[config.mk]
export PLATFORM = sky130hd
export DESIGN_NAME = load_data_unit
export DESIGN_NICKNAME = d
export VERILOG_FILES = /design/src/rtl/load_pkg.sv /design/src/rtl/load_extend.sv /design/src/rtl/load_data_unit.sv
export SDC_FILE = /design/constraint.sdc
export NUM_CORES = 1
export LEC_CHECK = 0
export CAP_MARGIN = 20
export CORE_AREA = 8 8 169 171
export CTS_CLUSTER_SIZE = 12
export DETAILED_ROUTE_END_ITERATION = 8
export DIE_AREA = 0 0 177 179
export GPL_ROUTABILITY_DRIVEN = 1
export HOLD_SLACK_MARGIN = 0.05
export PLACE_DENSITY_LB_ADDON = 0.12
export SETUP_SLACK_MARGIN = 0.2
export SLEW_MARGIN = 0
export SYNTH_ARGS = -nofsm -noshare
export SYNTH_HDL_FRONTEND = slang
export SYNTH_HIERARCHICAL = 1
export SYNTH_SLANG_ARGS = --single-unit
export TNS_END_PERCENT = 1
[constraint.sdc]
create_clock -name clk -period 2.6 [get_ports clk]
set_input_delay 0.52 -clock clk [delete_from_list [all_inputs] [get_ports clk]]
set_output_delay 0.52 -clock clk [all_outputs]
set_load 0.1 [all_outputs]
[src/rtl/load_pkg.sv]
// Shared types for the load data unit: funct3 load codes, FSM states and
// the alignment rule used to reject a load before any memory traffic.
package load_pkg;

  typedef enum logic [2:0] {
    F3_LB  = 3'b000,
    F3_LH  = 3'b001,
    F3_LW  = 3'b010,
    F3_LD  = 3'b011,
    F3_LBU = 3'b100,
    F3_LHU = 3'b101,
    F3_LWU = 3'b110,
    F3_ILL = 3'b111
  } load_t;

  typedef enum logic [2:0] {
    S_IDLE = 3'd0,
    S_REQ  = 3'd1,
    S_EXT  = 3'd2,
    S_DONE = 3'd3,
    S_ERR  = 3'd4,
    S_TOUT = 3'd5
  } state_t;

  // True when the access cannot be served: illegal code or an offset that
  // is not a multiple of the access size.
  function automatic logic is_misaligned(load_t f, logic [2:0] off);
    logic bad;
    case (f)
      F3_LB, F3_LBU: bad = 1'b0;
      F3_LH, F3_LHU: bad = off[0];
      F3_LW, F3_LWU: bad = (off[1:0] != 2'b00);
      F3_LD:         bad = (off != 3'b000);
      default:       bad = 1'b1;
    endcase
    return bad;
  endfunction

endpackage

[src/rtl/load_extend.sv]
// Combinational byte/half/word/double extraction from a 64-bit memory word,
// followed by sign or zero extension according to the load type.
module load_extend
  import load_pkg::*;
(
  input  logic [63:0] raw,
  input  logic [2:0]  off,
  input  logic [2:0]  funct3,
  output logic [63:0] result
);

  logic [63:0] shifted;

  // Align the addressed field to bit 0, then keep and extend it.
  always_comb begin
    shifted = raw >> {off, 3'b000};
    result  = 64'h0;
    case (load_t'(funct3))
      F3_LB:   result = {{56{shifted[7]}},  shifted[7:0]};
      F3_LH:   result = {{48{shifted[15]}}, shifted[15:0]};
      F3_LW:   result = {{32{shifted[31]}}, shifted[31:0]};
      F3_LD:   result = shifted;
      F3_LBU:  result = {56'h0, shifted[7:0]};
      F3_LHU:  result = {48'h0, shifted[15:0]};
      F3_LWU:  result = {32'h0, shifted[31:0]};
      default: result = 64'h0;
    endcase
  end

endmodule

[src/rtl/load_data_unit.sv]
// Multicycle load stage: checks alignment, requests a doubleword, waits for
// mem_ready with a bounded timeout, extracts/extends the addressed field and
// holds it in data_out for the write-back select.
// Handshake: mem_rd_req is held high for every REQ cycle; the word is taken
// in the first REQ cycle where mem_ready is high, and mem_ready seen in any
// other state is ignored. done is a one-cycle pulse; err_* qualify it.
module load_data_unit
  import load_pkg::*;
#(
  parameter int MAX_WAIT = 15,
  localparam int WAIT_W = $clog2(MAX_WAIT + 1)
) (
  input  logic        clk,
  input  logic        reset,
  input  logic        start,
  input  logic [2:0]  funct3,
  input  logic [2:0]  addr_off,
  input  logic [63:0] mem_rdata,
  input  logic        mem_ready,
  output logic        mem_rd_req,
  output logic        busy,
  output logic        done,
  output logic        err_misalign,
  output logic        err_timeout,
  output logic [63:0] data_out,
  output logic [2:0]  dbg_state
);

  localparam logic [WAIT_W-1:0] WAIT_LIMIT = WAIT_W'(MAX_WAIT);

  state_t            state;
  logic [2:0]        f3_q;
  logic [2:0]        off_q;
  logic [63:0]       raw_q;
  logic [WAIT_W-1:0] wait_cnt;
  logic [WAIT_W-1:0] wait_next;
  logic [63:0]       ext_data;

  assign wait_next = wait_cnt + WAIT_W'(1);
  assign busy      = (state != S_IDLE);
  assign dbg_state = state;

  load_extend u_extend (
    .raw    (raw_q),
    .off    (off_q),
    .funct3 (f3_q),
    .result (ext_data)
  );

  // Load sequencer with registered request, pulse and result outputs.
  always_ff @(posedge clk) begin
    if (reset) begin
      state        <= S_IDLE;
      f3_q         <= 3'b000;
      off_q        <= 3'b000;
      raw_q        <= 64'h0;
      wait_cnt     <= '0;
      mem_rd_req   <= 1'b0;
      done         <= 1'b0;
      err_misalign <= 1'b0;
      err_timeout  <= 1'b0;
      data_out     <= 64'h0;
    end else begin
      done         <= 1'b0;
      err_misalign <= 1'b0;
      err_timeout  <= 1'b0;
      mem_rd_req   <= 1'b0;
      case (state)
        S_IDLE: begin
          if (start) begin
            f3_q     <= funct3;
            off_q    <= addr_off;
            wait_cnt <= '0;
            if (is_misaligned(load_t'(funct3), addr_off)) begin
              state <= S_ERR;
            end else begin
              state      <= S_REQ;
              mem_rd_req <= 1'b1;
            end
          end
        end
        S_REQ: begin
          if (mem_ready) begin
            // Ready wins even on the cycle the wait budget runs out.
            raw_q    <= mem_rdata;
            wait_cnt <= '0;
            state    <= S_EXT;
          end else if (wait_next == WAIT_LIMIT) begin
            wait_cnt    <= wait_next;
            state       <= S_TOUT;
            done        <= 1'b1;
            err_timeout <= 1'b1;
          end else begin
            wait_cnt   <= wait_next;
            mem_rd_req <= 1'b1;
          end
        end
        S_EXT: begin
          data_out <= ext_data;
          done     <= 1'b1;
          state    <= S_DONE;
        end
        S_DONE: begin
          state <= S_IDLE;
        end
        S_ERR: begin
          // Rejected before any memory request; result register untouched.
          done         <= 1'b1;
          err_misalign <= 1'b1;
          state        <= S_IDLE;
        end
        S_TOUT: begin
          state <= S_IDLE;
        end
        default: begin
          state <= S_IDLE;
        end
      endcase
    end
  end

endmodule

==> run_1/layer_met3.png <==
The bar under the picture is 50 microns long.
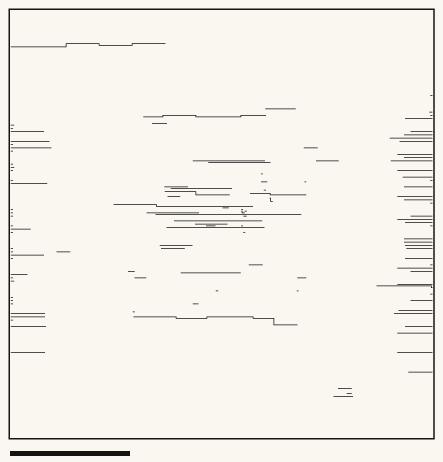
- wire length on this layer: 1290 microns
- nets with wire on the layer: 101
- longest straight run: 60.7 microns
DR vias: 6811
met3 usage: 0.0404
WL final: 24900 microns

==> run_1/sizes.png <==
The bar under the picture is 50 microns long.
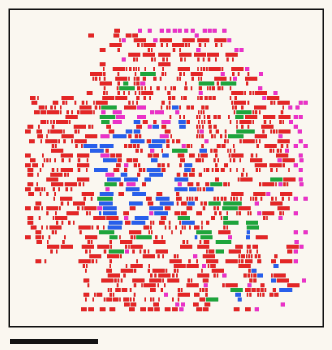
- _0 and _1 cells: red (cells 850; share 81%)
- _6 and larger: green (cells 35; share 3.3%)
- _2 cells: blue (cells 59; share 5.6%)
- _3 and _4 cells: magenta (cells 104; share 9.9%)
slack of the critical path: 455 ps
Non-clk bufs: 169

==> run_1/wires.png <==
The bar under the picture is 50 microns long.
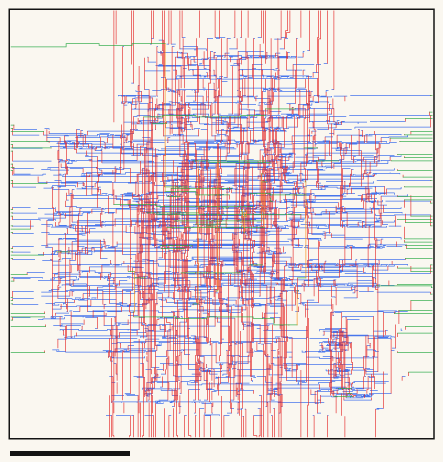
- metal 3: green (wire length 1290 microns)
- metal 4: orange (wire length 299 microns)
- metal 2: red (wire length 11400 microns)
- metal 1: blue (wire length 11900 microns)
per-cell routed wire length: 18.0 microns
GRT Util Overall: 0.158

==> results.yml, run 1 <==
# generated from flow reports
logic_synthesis:
  top_cell: "nand2_1"
  async_flop_share: 0
  synth_cells: 933
  yosysCellCount: 933
  yosysTopAreaCellShare: 0.379
  synth.distinct_cells: 50
  yosysSeqAreaShare: 0.379
  synth-edff-count: 0
  syn_area_sq_um: 7650
  syn_avg_cell_area_sq_um: 8.20
  top_area_cell: "dfxtp_1"
  synth_nets: 1009
  yosys_warnings: 6
  ys_chip_area_sq_um: 7650
  topCellsByArea: "dfxtp_1, nand2_1, a21oi_1"
  top_cells_by_count: "nand2_1, dfxtp_1, a21oi_1"
sta:
  skew_ps: 8.44
  hold_violations: 0
  worst_slew_pin_slew_ps: 646
  drv_slew: 0
  max_freq_ghz: 0.466
  relSlewSlack: 0.569
  rsz0062_at_grt: "no"
  fin_crit_sh: 0.825
  setup_tns_ps: 0
die:
  die_h_microns: 179
  rows: 59
  ios: 146
  core-area_sq_um: 25800
  dieArea_sq_um: 31700
  fp.dieW_microns: 177
cts:
  cts_buffer_depth: 2
  clk_pin_slew_worst_paths_ps: 60
  cts_hold_buf: 0
  htree_levels: 4
  cts_setup_buffers: 0
  cts_resized: 0
  cts_root_buffer: "clkbuf_16"
worst_setup_path:
  endpoint_kind: "flop"
  slowest_delay_ps: 650
  path_delay_family: "AND-OR/OR-AND gates"
  crit_path_start_kind: "flop"
  path_cells: "buf_4 > mux2i_1 > o2bb2ai_1 > mux2i_1 > o21ai_0 > nand2_1 > a21oi_1"
  critPathMaxFanout: 17
  crit_slowest_cell: "dfxtp_2"
  worst-path-buf-inv: 1
  crit_type: "flop to flop"
power_and_ir_drop:
  intPower_w: 0.00422
  total_power_w: 0.00592
  p_leak_nw: 3.56
  vdd_drop_max_mv: 0.418
  switching_share: 0.288
  pwr-share-comb: 0.174
  pwr-share-seq: 0.402
  cellPowerDensity_nw_per_um2: 606
  p_switching_w: 0.00170
detailed_routing:
  vias_per_cell: 4.92
  drc_errors: 0
  drtAntennaViolNets: 0
outcome:
  outcome: "complete, no violations"
run:
  log.warning_count: 27
  drv_cap: 0
place:
  dp_hpwl_microns: 19100
  portBuffers: 145
  place_area_sq_um: 9160
  place_congestion: 0.880
  place_worst_setup_slack_ps: 232
final_layout:
  fin_nets: 1111
  area_delta_synth_final_pct: 27.6
  drive_gt1_frac: 0.189
  fin_area_sq_um: 9770
  final_util: 0.379
global_route:
  antenna_found_initial: 0
  grt_pass1_wl_microns: 39000
  grt_max_degree: 66
[run 1: flip-flops by register name (all words and copies together), names as in the netlist]
register,count
dbg_state,3
wait_cnt,4
off_q,3
f3_q,3
err_misalign,1
mem_rd_req,1
data_out,64
err_timeout,1
raw_q,64
done,1
[run 1: cell type report]
class	instances	area, sq um
Fill cell	2723	16000
Multi-Input combinational cell	698	4250
Sequential cell	145	2910
Timing Repair Buffer	169	1570
Clock buffer	21	480
Tap cell	335	419
Clock inverter	11	128
Inverter	4	15.0
[run 1: metal layers]
layer,GRT usage,up-vias,wire (microns)
met5,0,-,0
met2,0.247,159,11400
met3,0.0404,23,1290
met4,0.0382,0,299
met1,0.213,3192,11900
li1,-,3437,-
[run 1: worst paths after layout]
| path | start | end | slack (ps) | cells after the start |
|---|---|---|---|---|
| worst min register to register | data_out[7] | data_out[7] | 450 | 2 |
| worst max register to register | off_q[1] | data_out[14] | 450 | 7 |
| worst max-delay path | off_q[1] | data_out[14] | 450 | 7 |
| worst min-delay path | data_out[7] | data_out[7] | 450 | 2 |
[run 1: power groups by stage]
stage | clock network [W] | logic [W] | registers (W)
floorplan | 0 | 0.000626 | 0.00252
global placement | 0 | 0.00103 | 0.00243
detailed placement | 0 | 0.00103 | 0.00243
CTS | 0.00259 | 0.00104 | 0.00238
global route | 0.00268 | 0.00112 | 0.00239
finish | 0.00251 | 0.00103 | 0.00238
[run 1: worst register-to-register path: stages, from the launching register on]
cell,delay (ps)
dfxtp_2,650
buf_4,260
mux2i_1,80
o2bb2ai_1,410
mux2i_1,240
o21ai_0,250
nand2_1,90
a21oi_1,110
[run 1: metrics by stage]
| stage | std cells | hold WS, ps |
|---|---|---|
| global placement | 1351 | 444 |
| finish | 1383 | 454 |
| global route | 1383 | 477 |
| floorplan | 933 | 433 |
| detailed placement | 1351 | 447 |
| CTS | 1383 | 456 |
[run 1: cells by family after synthesis]
group	Yosys count	share of synthesized area
xor+xnor	1	0.00114
flops	145	0.379
buf+inv	90	0.0672
fa+ha+maj	2	0.00327
compound gates	191	0.140
simple gates	417	0.238
mux	87	0.171
[run 1: cells in the final DEF (no fill, tap or decap), drive strengths merged, types with 21 or more instances in the layout]
master,netlist,layout
nand2,299,299
clkdlybuf4s50,0,72
mux4,29,29
dfxtp,145,145
clkbuf,38,21
mux2,23,23
mux2i,35,35
nand4,35,35
a21oi,137,137
buf,48,97
nor2,25,25
==> run_1/placement.png <==
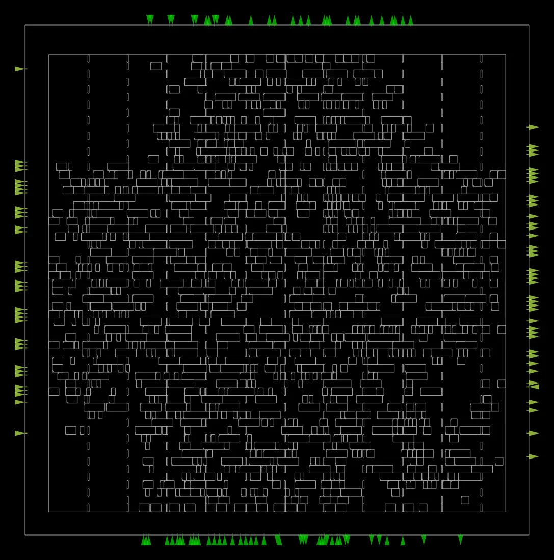

==> run 2: changes to the inputs <==
==> constraint.sdc (replaced) <==
create_clock -name clk -period 2.1 [get_ports clk]
set_input_delay 0.42 -clock clk [delete_from_list [all_inputs] [get_ports clk]]
set_output_delay 0.42 -clock clk [all_outputs]
set_load 0.1 [all_outputs]
==> run_2/placement.png <==
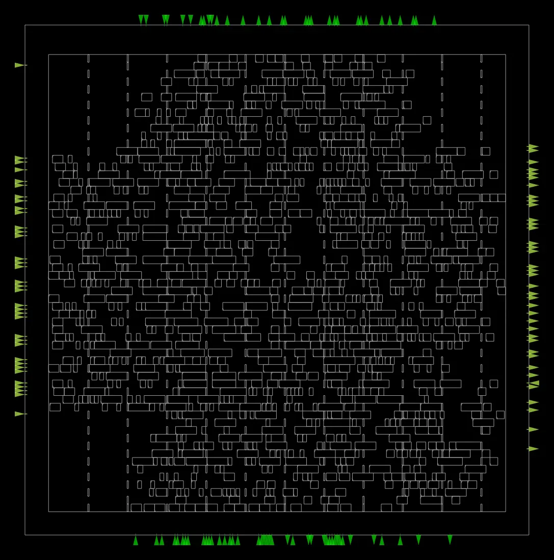
flop share of the area: 0.289
FP Rows: 59

==> run_2/layer_met4.png <==
Supply wires on this layer in grey.
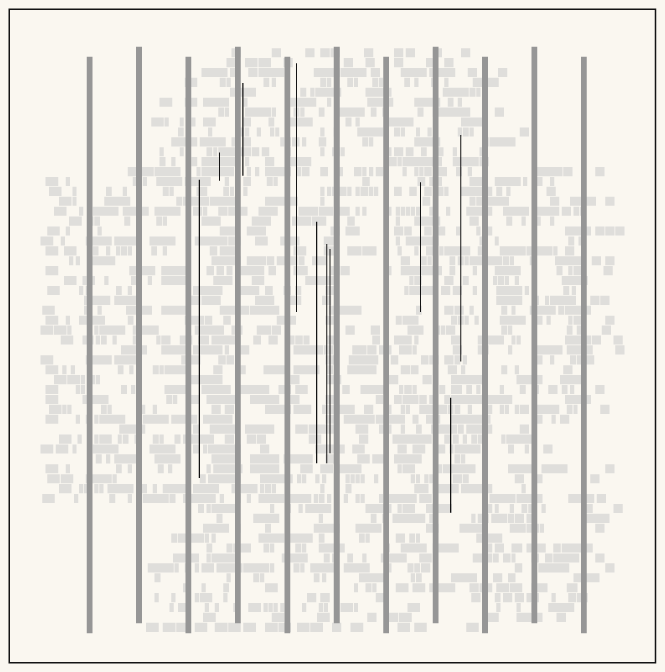
- wire length on this layer: 492 microns
- main direction: vertical
- share of all routed wire: 1.9%
- longest straight run: 81.6 microns
DR vias: 6988
WL final: 26400 microns

==> results.yml, run 2 <==
# generated from flow reports
sta:
  hold_violations: 0
  drv_slew: 0
  max_freq_ghz: 0.525
  relSlewSlack: 0.574
  setup_tns_ps: 0
  worst_slew_pin_slew_ps: 639
  fin_crit_sh: 0.907
  rsz0062_at_grt: "yes"
  setup_violations: 0
  skew_ps: 8.83
  setup_ws_ps: 195
logic_synthesis:
  syn_avg_cell_area_sq_um: 8.20
  syn_area_sq_um: 7650
  yosysTopAreaCellShare: 0.379
  top_area_cell: "dfxtp_1"
  async_flop_share: 0
  synth_nets: 1009
  synth-edff-count: 0
  top_cells_by_count: "nand2_1, dfxtp_1, a21oi_1"
  synth_cells: 933
  ys_chip_area_sq_um: 7650
  synth.distinct_cells: 50
  top_cell: "nand2_1"
  yosysSeqAreaShare: 0.379
  yosys_warnings: 6
  topCellsByArea: "dfxtp_1, nand2_1, a21oi_1"
final_layout:
  mostFrequentLayoutCell: "nand2_1"
  mostFrequentLayoutCells: "nand2_1, dfxtp_1, a21oi_1"
  fin_nets: 1134
  comb_area_sq_um: 4330
  fin_area_sq_um: 10100
  final_cells: 1406
  reg_top3: "data_out x64, raw_q x64, wait_cnt x4"
  seqCellArea_sq_um: 2920
power_and_ir_drop:
  p_leak_nw: 3.71
  vdd_drop_max_mv: 0.380
  cellPowerDensity_nw_per_um2: 740
worst_setup_path:
  endpoint_kind: "flop"
  critPathMaxFanout: 19
  crit_path_start_kind: "flop"
  crit_slowest_cell: "mux4_2"
  crit_type: "flop to flop"
  slowest_delay_ps: 500
  path_cells: "buf_12 > mux4_2 > nor2b_1 > o21ai_1 > nand3_1 > nand2_1 > a21oi_1"
  worst-path-buf-inv: 1
place:
  portBuffers: 145
  place_area_sq_um: 9310
  place_congestion: 0.892
  dp_cells: 1364
  dp_hpwl_microns: 19400
die:
  core-area_sq_um: 25800
  die_h_microns: 179
  fp.dieW_microns: 177
  ios: 146
  dieArea_sq_um: 31700
cts:
  cts_tree: "done"
  cts_buffer_depth: 2
  cts_root_buffer: "clkbuf_16"
  cts_hold_buf: 0
  htree_levels: 4
outcome:
  outcome: "complete, no violations"
global_route:
  grt_pass1_wl_microns: 40200
  antenna_found_initial: 0
  grt_max_degree: 136
run:
  log.warning_count: 32
  drv_cap: 0
detailed_routing:
  vias_per_cell: 4.97
  drtAntennaViolNets: 0
  drc_errors: 0
worst_hold_path:
  min_path_type: "primary input to flop"
## run 2: cell count changes in the layout (fill, tap and decap cells not counted), sizes merged
| cell | previous run | this run |
|---|---|---|
| buf | 97 | 118 |
| clkinvlp | 3 | 7 |
| clkinv | 4 | 1 |
| bufinv | 2 | 3 |
| clkbuf | 21 | 22 |
| inv | 6 | 5 |
## run 2: through the flow
step                       util  hold slack [ps]  power [W]
final                     0.393              239    0.00749
after global routing      0.393              244    0.00781
after CTS                 0.385              228    0.00749
after detailed placement  0.361              448    0.00432
after global placement    0.361              445    0.00432
after floorplan               -              433    0.00390
## run 2: logic make-up after synthesis
group | synth area share
and+or+nand+nor | 0.238
AOI/OAI and AO/OA | 0.140
DFF | 0.379
buffers and inverters | 0.0672
muxes | 0.171
adders and majority gates | 0.00327
xor gates and xnor gates | 0.00114
## run 2: worst paths after layout
path                             startpoint      endpoint  slack, ps  cells past startpoint
worst max-delay path               off_q[0]  data_out[30]        190                      7
worst min-delay path                  reset          done        240                      2
worst max register to register     off_q[0]  data_out[30]        190                      7
worst min register to register  data_out[9]   data_out[9]        450                      2
## run 2: per-layer routing
metal  routed length, microns  global-route usage
met5                        0                   0
met4                      492              0.0613
met3                     1290              0.0295
met2                    12000               0.251
met1                    12600               0.224
## run 2: layout make-up
type	count	area share
sequential	145	0.289
clock inverter	12	0.0156
timing repair buffer	192	0.180
inverter	4	0.00185
multi-input combinational	698	0.428
tap	335	0.0414
clock buffer	20	0.0441
## run 2: where the power goes
| group | internal (W) | leakage [nW] | total [W] | switching (W) |
|---|---|---|---|---|
| Clock | 0.00190 | 0.275 | 0.00314 | 0.00124 |
| Combinational | 0.000590 | 2.26 | 0.00141 | 0.000817 |
| Sequential | 0.00283 | 1.18 | 0.00294 | 0.000113 |
| Total | 0.00532 | 3.71 | 0.00749 | 0.00217 |
## run 2: worst reg2reg max path, cell delays in order, from the launching register on
cell and delay [ps]:
dfxtp_4 410, buf_12 190, mux4_2 500, nor2b_1 140, o21ai_1 270, nand3_1 120, nand2_1 80, a21oi_1 60
## run 2: repair_timing
action | CTS | global route
gates resized | 3 | 21
cloned | 0 | 2
setup endpoints to repair | 61 | 61
endpoints found under the hold margin | 0 | 0
pin swaps | 0 | 3
setup buffers | 0 | 8
==> run 3: changes to the inputs <==
--- a/config.mk
+++ b/config.mk
@@ -5,7 +5,7 @@
 export SDC_FILE = /design/constraint.sdc
 export NUM_CORES = 1
 export LEC_CHECK = 0
-export CAP_MARGIN = 20
+export CAP_MARGIN = 40
 export CORE_AREA = 8 8 169 171
 export CTS_CLUSTER_SIZE = 12
 export DETAILED_ROUTE_END_ITERATION = 8
==> run_3/placement.png <==
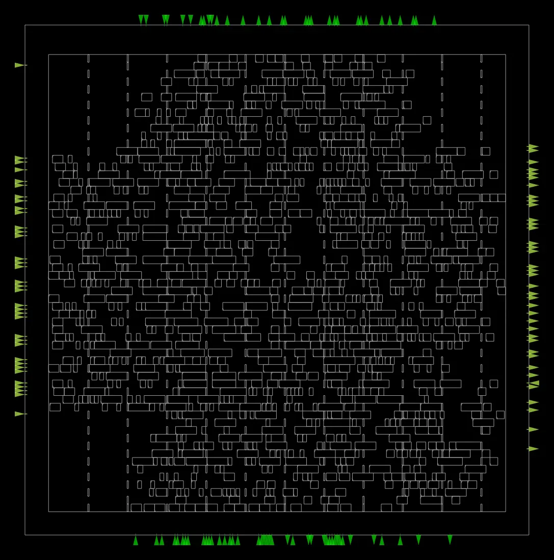
total core area: 25800 sq um
Tapcells: 335
registers: 145
Layout Utilization: 0.393

==> results.yml, run 3 <==
# generated from flow reports
logic_synthesis:
  synth.distinct_cells: 50
  ys_chip_area_sq_um: 7650
  synth_nets: 1009
  topCellsByArea: "dfxtp_1, nand2_1, a21oi_1"
  top_area_cell: "dfxtp_1"
  synth-edff-count: 0
  synth_cells: 933
  ys.flop_type: "dfxtp_1"
  yosysCellCount: 933
  yosysSeqAreaShare: 0.379
  syn_avg_cell_area_sq_um: 8.20
  async_flop_share: 0
  yosys_warnings: 6
  yosysTopAreaCellShare: 0.379
  syn_area_sq_um: 7650
  ys.flops: 145
  top_cell: "nand2_1"
  top_cells_by_count: "nand2_1, dfxtp_1, a21oi_1"
final_layout:
  mostFrequentLayoutCells: "nand2_1, dfxtp_1, a21oi_1"
  diodes: 0
  fillers: 2713
  reg_top3: "data_out x64, raw_q x64, wait_cnt x4"
  comb_area_sq_um: 4330
  seqCellArea_sq_um: 2920
  area_delta_synth_final_pct: 32.3
  drive_gt1_frac: 0.220
  mostFrequentLayoutCell: "nand2_1"
  final_cells: 1406
  fin_nets: 1134
worst_setup_path:
  worstPathRequired_ps: 2400
  critPathMaxFanout: 19
  endpoint_kind: "flop"
  crit_arrival_ps: 2200
  crit_path_start_kind: "flop"
  crit_type: "flop to flop"
cts:
  clk_pin_slew_worst_paths_ps: 60
  insertion_delay_ps: 430
  cts_hold_buf: 0
  cts_tree: "done"
  htree_levels: 4
  clkSinkCount: 145
  cts_root_buffer: "clkbuf_16"
  cts_buffer_depth: 2
  cts_buffers: 17
die:
  dieArea_sq_um: 31700
  die_h_microns: 179
  rows: 59
  fp-utilization: 0.297
  fp.dieW_microns: 177
  ios: 146
detailed_routing:
  vias_per_cell: 4.97
  first_pass_iters: 5
  via_count: 6988
  drc_errors: 0
  drtAntennaViolNets: 0
  routed_wl_microns: 26400
  initialDrtViolationCount: 453
place:
  dp_hpwl_microns: 19400
  place_congestion: 0.892
  portBuffers: 145
  dp_cells: 1364
outcome:
  outcome: "complete, no violations"
sta:
  setup_tns_ps: 0
  rsz0062_at_grt: "yes"
  worst_slew_pin_slew_ps: 639
  skew_ps: 8.83
  max_freq_ghz: 0.525
  period_needed_ps: 1910
  fin_crit_sh: 0.907
  relSlewSlack: 0.574
  setup_violations: 0
  hold_violations: 0
  drv_slew: 0
global_route:
  grt_pass1_vias: 7024
  grt_pass1_wl_microns: 40200
  grt_overflow: 0
  antenna_found_initial: 0
  grt_max_degree: 136
run:
  log.warning_count: 32
  drv_cap: 0
worst_hold_path:
  min_path_type: "primary input to flop"
power_and_ir_drop:
  vdd_drop_max_mv: 0.380
  p_leak_nw: 3.71
  cellPowerDensity_nw_per_um2: 740
==> run_3/wires.png <==
The bar under the picture is 50 microns long.
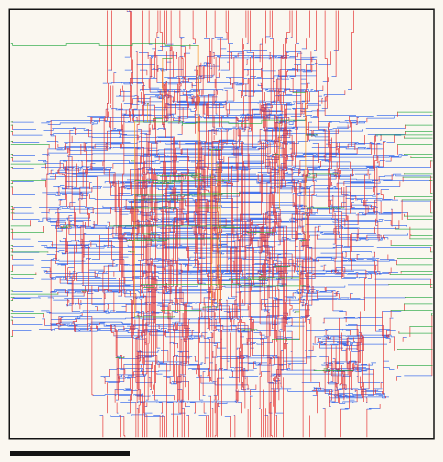
- metal 1: blue (wire length 12600 microns)
- metal 2: red (wire length 12000 microns)
- metal 4: orange (wire length 492 microns)
- metal 3: green (wire length 1290 microns)
per-cell routed wire length: 18.8 microns
GRT Util Overall: 0.163

[run 3: cell counts after synthesis]
No cell type changed its count.
[run 3: where the power goes]
| group | internal, W | total, W | switching (W) |
|---|---|---|---|
| Sequential | 0.00283 | 0.00294 | 0.000113 |
| Combinational | 0.000590 | 0.00141 | 0.000817 |
| Clock | 0.00190 | 0.00314 | 0.00124 |
[run 3: path summary, 6_finish.rpt]
kind                                     end  cells after the start  slack (ps)        start
worst max-delay path            data_out[30]                      7         190     off_q[0]
worst min-delay path                    done                      2         240        reset
worst max register to register  data_out[30]                      7         190     off_q[0]
worst min register to register   data_out[9]                      2         450  data_out[9]
[run 3: cell families after synthesis]
group,count (synthesis),share of synthesized area
XOR/XNOR,1,0.00114
AND-OR/OR-AND,191,0.140
buffers and inverters,90,0.0672
flip-flops,145,0.379
AND/OR/NAND/NOR,417,0.238
adder cells (fa/ha/maj),2,0.00327
multiplexers,87,0.171
[run 3: area by class of cell]
class | instances | area share
multi-input cells | 698 | 0.428
inverters | 4 | 0.00185
flip-flops and latches | 145 | 0.289
well taps | 335 | 0.0414
clock buffers | 20 | 0.0441
clock inverters | 12 | 0.0156
repair buffers | 192 | 0.180
[run 3: repair_timing]
item,in CTS,in global routing
pin swaps,0,3
buffers inserted,0,8
endpoints found under the setup margin,61,61
resized,3,21
cloned,0,2
[run 3: through the flow]
stage	hold WS, ps	utilization	instance area [sq um]	power, W	setup WS (ps)
after floorplan	433	-	7670	0.00390	162
after global placement	445	0.361	9310	0.00432	41.0
after detailed placement	448	0.361	9310	0.00432	18.6
after CTS	228	0.385	9920	0.00749	157
after global routing	244	0.393	10100	0.00781	126
final	239	0.393	10100	0.00749	195
[run 3: routing by layer]
layer | up-vias | global-route usage | share of wire
met2 | 174 | 0.251 | 0.46
met1 | 3312 | 0.224 | 0.48
met3 | 27 | 0.0295 | 0.049
met4 | 0 | 0.0613 | 0.019
met5 | - | 0 | 0
li1 | 3475 | - | -
[run 3: critical path: stages (launching register included)]
cell and delay (ps):
dfxtp_4 410, buf_12 190, mux4_2 500, nor2b_1 140, o21ai_1 270, nand3_1 120, nand2_1 80, a21oi_1 60
No activity file was given, so power comes from the tool's default toggle rates.
